[config.mk]
export PLATFORM = sky130hd
export DESIGN_NAME = ram2_arbiter
export DESIGN_NICKNAME = d
export VERILOG_FILES = /design/src/rtl/ram2_arbiter.sv
export SDC_FILE = /design/constraint.sdc
export NUM_CORES = 1
export LEC_CHECK = 0
export ABC_CLOCK_PERIOD_IN_PS = 6450
export CAP_MARGIN = 20
export CORE_MARGIN = 2
export CORE_UTILIZATION = 30
export CTS_BUF_LIST = sky130_fd_sc_hd__clkbuf_8
export DETAILED_ROUTE_END_ITERATION = 16
export MAX_ROUTING_LAYER = met4
export PLACE_DENSITY = 0.65
export RECOVER_POWER = 25
export SYNTH_ARGS = -nofsm -noshare
export SYNTH_HDL_FRONTEND = slang
export SYNTH_SLANG_ARGS = --single-unit
export TNS_END_PERCENT = 1
[constraint.sdc]
create_clock -name clk -period 6.45 [get_ports clk]
set_input_delay 1.29 -clock clk [delete_from_list [all_inputs] [get_ports clk]]
set_output_delay 1.29 -clock clk [all_outputs]
set_load 0.005 [all_outputs]
[src/rtl/ram2_arbiter.sv]
// Shares the single-port RAM2 between instruction fetch and MEM-stage loads/stores, stalling the pipeline during data access.
// Optional RAM2_WR_PROTECT_EN: stores below PROT_LIMIT are dropped and flagged on wr_fault_o.
module ram2_arbiter #(
   parameter int          RAM_AW     = 14,
   parameter int          WE_CYCLES  = 1,
   parameter logic [15:0] NOP_INST   = 16'h0800,
   parameter logic [15:0] PROT_LIMIT = 16'h4000
) (
   input  logic              clk,
   input  logic              rst,
   input  logic [15:0]       if_pc_i,
   output logic [15:0]       if_inst_o,
   input  logic              mem_ce_i,
   input  logic              mem_we_i,
   input  logic [15:0]       mem_addr_i,
   input  logic [15:0]       mem_data_i,
   output logic [15:0]       mem_data_o,
   output logic              stall_req_o,
   output logic              wr_fault_o,
   output logic [RAM_AW-1:0] ram_addr_o,
   output logic [15:0]       ram_data_o,
   input  logic [15:0]       ram_data_i,
   output logic              ram_data_oe_o,
   output logic              ram_en_o,
   output logic              ram_oe_o,
   output logic              ram_we_o
);

   typedef enum logic [2:0] {S_FETCH, S_DRD, S_WSU, S_WPL, S_WHD, S_DONE} state_t;

   localparam int CW = (WE_CYCLES > 1) ? $clog2(WE_CYCLES) : 1;

   state_t             state_q, state_d;
   logic [RAM_AW-1:0]  req_addr_q, req_addr_d;
   logic [15:0]        req_data_q, req_data_d;
   logic               req_we_q, req_we_d;
   logic [15:0]        if_inst_q, if_inst_d;
   logic [15:0]        mem_data_q, mem_data_d;
   logic [CW-1:0]      cnt_q, cnt_d;
   logic               fault_d;
   logic               unused_bits;

   assign unused_bits = ^{if_pc_i[15:RAM_AW], mem_addr_i[15:RAM_AW], fault_d};

   always_comb begin
      state_d       = state_q;
      req_addr_d    = req_addr_q;
      req_data_d    = req_data_q;
      req_we_d      = req_we_q;
      if_inst_d     = if_inst_q;
      mem_data_d    = mem_data_q;
      cnt_d         = cnt_q;
      fault_d       = 1'b0;
      ram_addr_o    = req_addr_q;
      ram_en_o      = 1'b0;
      ram_oe_o      = 1'b1;
      ram_we_o      = 1'b1;
      ram_data_oe_o = 1'b0;
      stall_req_o   = 1'b1;

      case (state_q)
         S_FETCH: begin
            ram_addr_o  = if_pc_i[RAM_AW-1:0];
            ram_oe_o    = 1'b0;
            stall_req_o = mem_ce_i;
            if (mem_ce_i) begin
               req_addr_d = mem_addr_i[RAM_AW-1:0];
               req_data_d = mem_data_i;
               req_we_d   = mem_we_i;
               if (!mem_we_i) begin
                  state_d = S_DRD;
`ifdef RAM2_WR_PROTECT_EN
               end else if (mem_addr_i < PROT_LIMIT) begin
                  state_d = S_DONE;
                  fault_d = 1'b1;
`endif
               end else begin
                  state_d = S_WSU;
               end
            end else begin
               if_inst_d = ram_data_i;
            end
         end
         S_DRD: begin
            ram_oe_o   = 1'b0;
            mem_data_d = ram_data_i;
            state_d    = S_DONE;
         end
         S_WSU: begin
            ram_data_oe_o = req_we_q;
            cnt_d         = CW'(WE_CYCLES - 1);
            state_d       = S_WPL;
         end
         S_WPL: begin
            ram_data_oe_o = req_we_q;
            ram_we_o      = 1'b0;
            if (cnt_q == '0) begin
               state_d = S_WHD;
            end else begin
               cnt_d = cnt_q - 1'b1;
            end
         end
         S_WHD: begin
            ram_data_oe_o = req_we_q;
            state_d       = S_DONE;
         end
         S_DONE: begin
            // Pipeline advances on this edge, so the current mem_ce_i is the request just served.
            ram_addr_o  = if_pc_i[RAM_AW-1:0];
            ram_oe_o    = 1'b0;
            stall_req_o = 1'b0;
            if_inst_d   = ram_data_i;
            state_d     = S_FETCH;
         end
         default: begin
            state_d = S_FETCH;
         end
      endcase

      // Strobes go idle the moment reset asserts, even mid write pulse.
      if (rst) begin
         ram_en_o      = 1'b1;
         ram_oe_o      = 1'b1;
         ram_we_o      = 1'b1;
         ram_data_oe_o = 1'b0;
         stall_req_o   = 1'b0;
      end
   end

   always_ff @(posedge clk or posedge rst) begin
      if (rst) begin
         state_q    <= S_FETCH;
         req_addr_q <= '0;
         req_data_q <= '0;
         req_we_q   <= 1'b0;
         if_inst_q  <= NOP_INST;
         mem_data_q <= '0;
         cnt_q      <= '0;
      end else begin
         state_q    <= state_d;
         req_addr_q <= req_addr_d;
         req_data_q <= req_data_d;
         req_we_q   <= req_we_d;
         if_inst_q  <= if_inst_d;
         mem_data_q <= mem_data_d;
         cnt_q      <= cnt_d;
      end
   end

`ifdef RAM2_WR_PROTECT_EN
   logic fault_q;

   always_ff @(posedge clk or posedge rst) begin
      if (rst) begin
         fault_q <= 1'b0;
      end else begin
         fault_q <= fault_d;
      end
   end

   assign wr_fault_o = fault_q;
`else
   assign wr_fault_o = 1'b0;
`endif

   assign if_inst_o  = if_inst_q;
   assign mem_data_o = mem_data_q;
   assign ram_data_o = req_data_q;

endmodule

Figure 1. Cells coloured by class.
Scale: 4 px per µm. Fill, decap, tap and diode cells in grey.
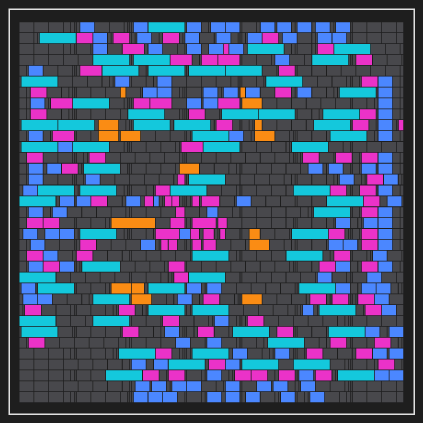
orange -> clock drivers and dummy loads  # cells 16, share of their area 4.6%
magenta -> all other logic  # cells 99, share of their area 25%
cyan -> flip-flops  # cells 66, share of their area 39%
blue -> other buffers and delay cells  # cells 134, share of their area 31%

==> run summary <==
impl run done, here's what came out: met1 usage=15.7%, I/O Pins=136, CP Capture Type=output pin, Leak=1.83 nW, grt ovf=0, hold endpoint=ram_data_o[1]$_DFFE_PP0P_, Largest delay share family, worst path=buffers and inverters, Avg Cell Area, Syn=16.0 µm², VDD IR max=0.270 mV, Hold Worst Slack=0.488 ns, final net count=378, initial antenna violation count=0, Bufs on Longest Clock Path=2, # H-tree levels=3, unique cell type count in the Yosys netlist=27, gr usage total=13.2%, # port buffers=130, DRT Wirelength=6360 µm, adder share=0.356%, area fraction in compound gates=1.07%, Syn-to-layout area delta=55.6%, pre-CTS setup slack=2.19 ns, tally of OpenROAD warnings=30, final slew viol count=32, crit path to=ram_data_oe_o, Top Layout Cells=clkdlybuf4s50_1, mux2_2, dfrtp_1, dlygate4sd3_1, clkbuf_8, Critical Path, Cell by Cell=dlygate4sd3_1 -> inv_1 -> o211a_1 -> clkdlybuf4s50_1, cell taking the most area after synthesis=dfrtp_1, Worst-Margin Slew=1.74 ns, met2 Use GR=21.4%, dpl hpwl=4500 µm, hold path startpoint=ram_data_o[1]$_DFFE_PP0P_, root buffer cell=clkbuf_8, Yosys Chip Area=2820 µm², Placed Area=4190 µm², total CTS buffers=9, final setup margin=1.99 ns, overall power=2.15 mW, max-cap violations=1, via count=1902, crit path from=rst, Final Hold Fails=0, CTS clk-pin slew, worst paths=0.06 ns, die area=10200 µm², Crit path depth=4, Fin Clk Skew=0.0114 ns, Pre-antenna DRT Iters=2, setup_tns=0 ns, share of layout cells above drive strength 1=30.8%, core box area=9150 µm², GR Layer Usage met3=4.85%, Starting Density=30.8%, vias in the first global route=2017, CTS tree=done, Final min period=4.46 ns, Startpoint Class=primary input, CP Data Arrival Time=3.17 ns, top area contributor share=57.8%, number of diodes=0, Seq share, synth=58.7%, number of core rows=35, largest net degree at the start of global routing=53, Synth flops=66, Synth Warn #=0, Mapped Nets=244, hold buffer count at cts=0, post-route cell area=4380 µm², Multiplexer share=32.0%, Power Density=491 nW/µm², Post-Synthesis Cells=176, hold depth=1, drt wl/cell=14.9 µm, die width=101 µm, setup bufs post-CTS=0, RSZ-0062 raised after global routing=false, TritonCTS Sinks=66, die height=101 µm, final setup fails=0, Tightest Hold Check Type=register to register, Slowest cell on crit path=dlygate4sd3_1, top cells, area=dfrtp_1, mux2_2, mux2_4, buf_4, mux2_1, CP max stage delay=0.61 ns, DRC errors left=0, XOR Share, Synth=0%, Largest logic family=multiplexers, Peak Freq=0.224 GHz, Worst Path Required=5.16 ns, 1st-iter DRT viols=68, Crit Path Max Fanout=17, ANT nets after route=0, post-CTS sizing=0, r2r worst-path depth=4, R2R Path End=req_addr_q[0]$_DFFE_PP0P_, Basic Gates by Area=4.18%, outcome=complete, but fails checks, CP bufs+invs=3, Vias per Instance=4.46, global placement routability congestion=0.738, Max-Slew Margin vs Limit=-15.7%, Latency at later pin=0.33 ns, reg2reg setup slack=3.68 ns, first-pass GRT wire length=9980 µm, Setup CP Type=primary input to output pin, most used routing layer=met2, Netlist Area Pre-Place=2820 µm², cycle use final=69.2%, yosys cell count=176, violated checks=capacitance limit, slew limit
Figure 2. Clock network drawn from the DEF.
Scale: 6 px per µm.
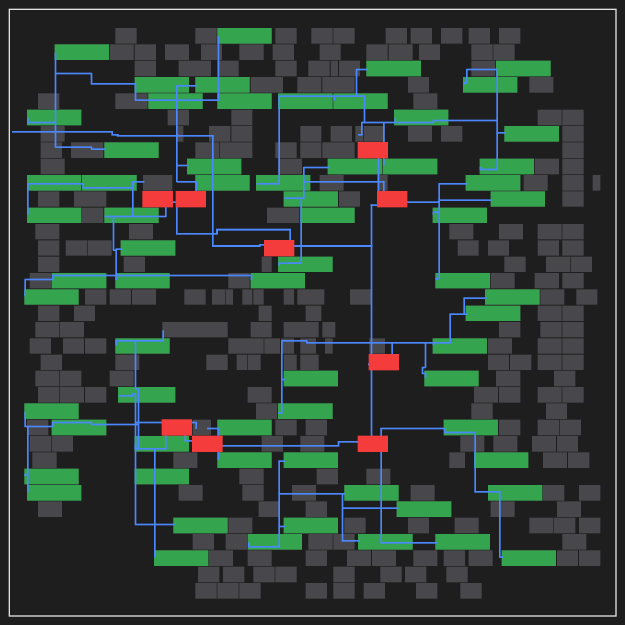
green -> flip-flops  # count 66
red -> cells driving clock nets  # count 9
blue -> clock wires  # length 922 µm
routed clock nets = 10

per-layer routing:
| metal | up-vias | routed length, µm |
|---|---|---|
| met3 | 4 | 444 |
| li1 | 891 | - |
| met5 | - | 0 |
| met4 | 0 | 39 |
| met1 | 931 | 2790 |
| met2 | 76 | 3090 |
Yosys cell counts (all sizes together):
cell / number
nand2b: 1
buf: 11
o21ba: 1
nor3: 4
conb: 1
inv: 1
and2b: 1
or3: 1
or2: 1
o211a: 1
mux2: 77
nor3b: 1
dfrtp: 65
nor2b: 3
a21oi: 2
dfstp: 1
and2: 1
maj3: 1
nand3: 1
nor2: 1
per-stage QoR:
| step | util, % | std cells |
|---|---|---|
| after floorplan | - | 176 |
| after global placement | 45.8 | 410 |
| after detailed placement | 45.8 | 410 |
| after CTS | 47.9 | 426 |
| after global routing | 47.9 | 426 |
| final | 47.9 | 426 |
worst register-to-register path: stages, from the launching register on:
cell	delay (ns)
dfrtp_1	0.52
nor3_1	0.28
and2_1	0.15
clkbuf_1	1.24
mux2_2	0.47
registers in the layout, summed over array words and instances, names as in the netlist:
signal and cells:
req_we_q 1, req_addr_q 14, state_q 3, mem_data_o 16, ram_data_o 16, if_inst_o 16
power breakdown:
| part | leakage (nW) | total [mW] | internal [mW] | switching (mW) |
|---|---|---|---|---|
| Clock | 0.105 | 0.344 | 0.186 | 0.157 |
| Sequential | 0.778 | 0.743 | 0.630 | 0.113 |
| Combinational | 0.948 | 1.07 | 0.733 | 0.332 |
area by class of cell:
| class | count | area (µm²) |
|---|---|---|
| clock buffers | 10 | 138 |
| clock inverters | 6 | 58.8 |
| fillers | 843 | 4770 |
| inverters | 1 | 3.75 |
| multi-input cells | 98 | 1060 |
| flip-flops and latches | 66 | 1650 |
| well taps | 111 | 139 |
| repair buffers | 134 | 1330 |
Power figures rest on the tool's default switching activity, not on a simulated workload.
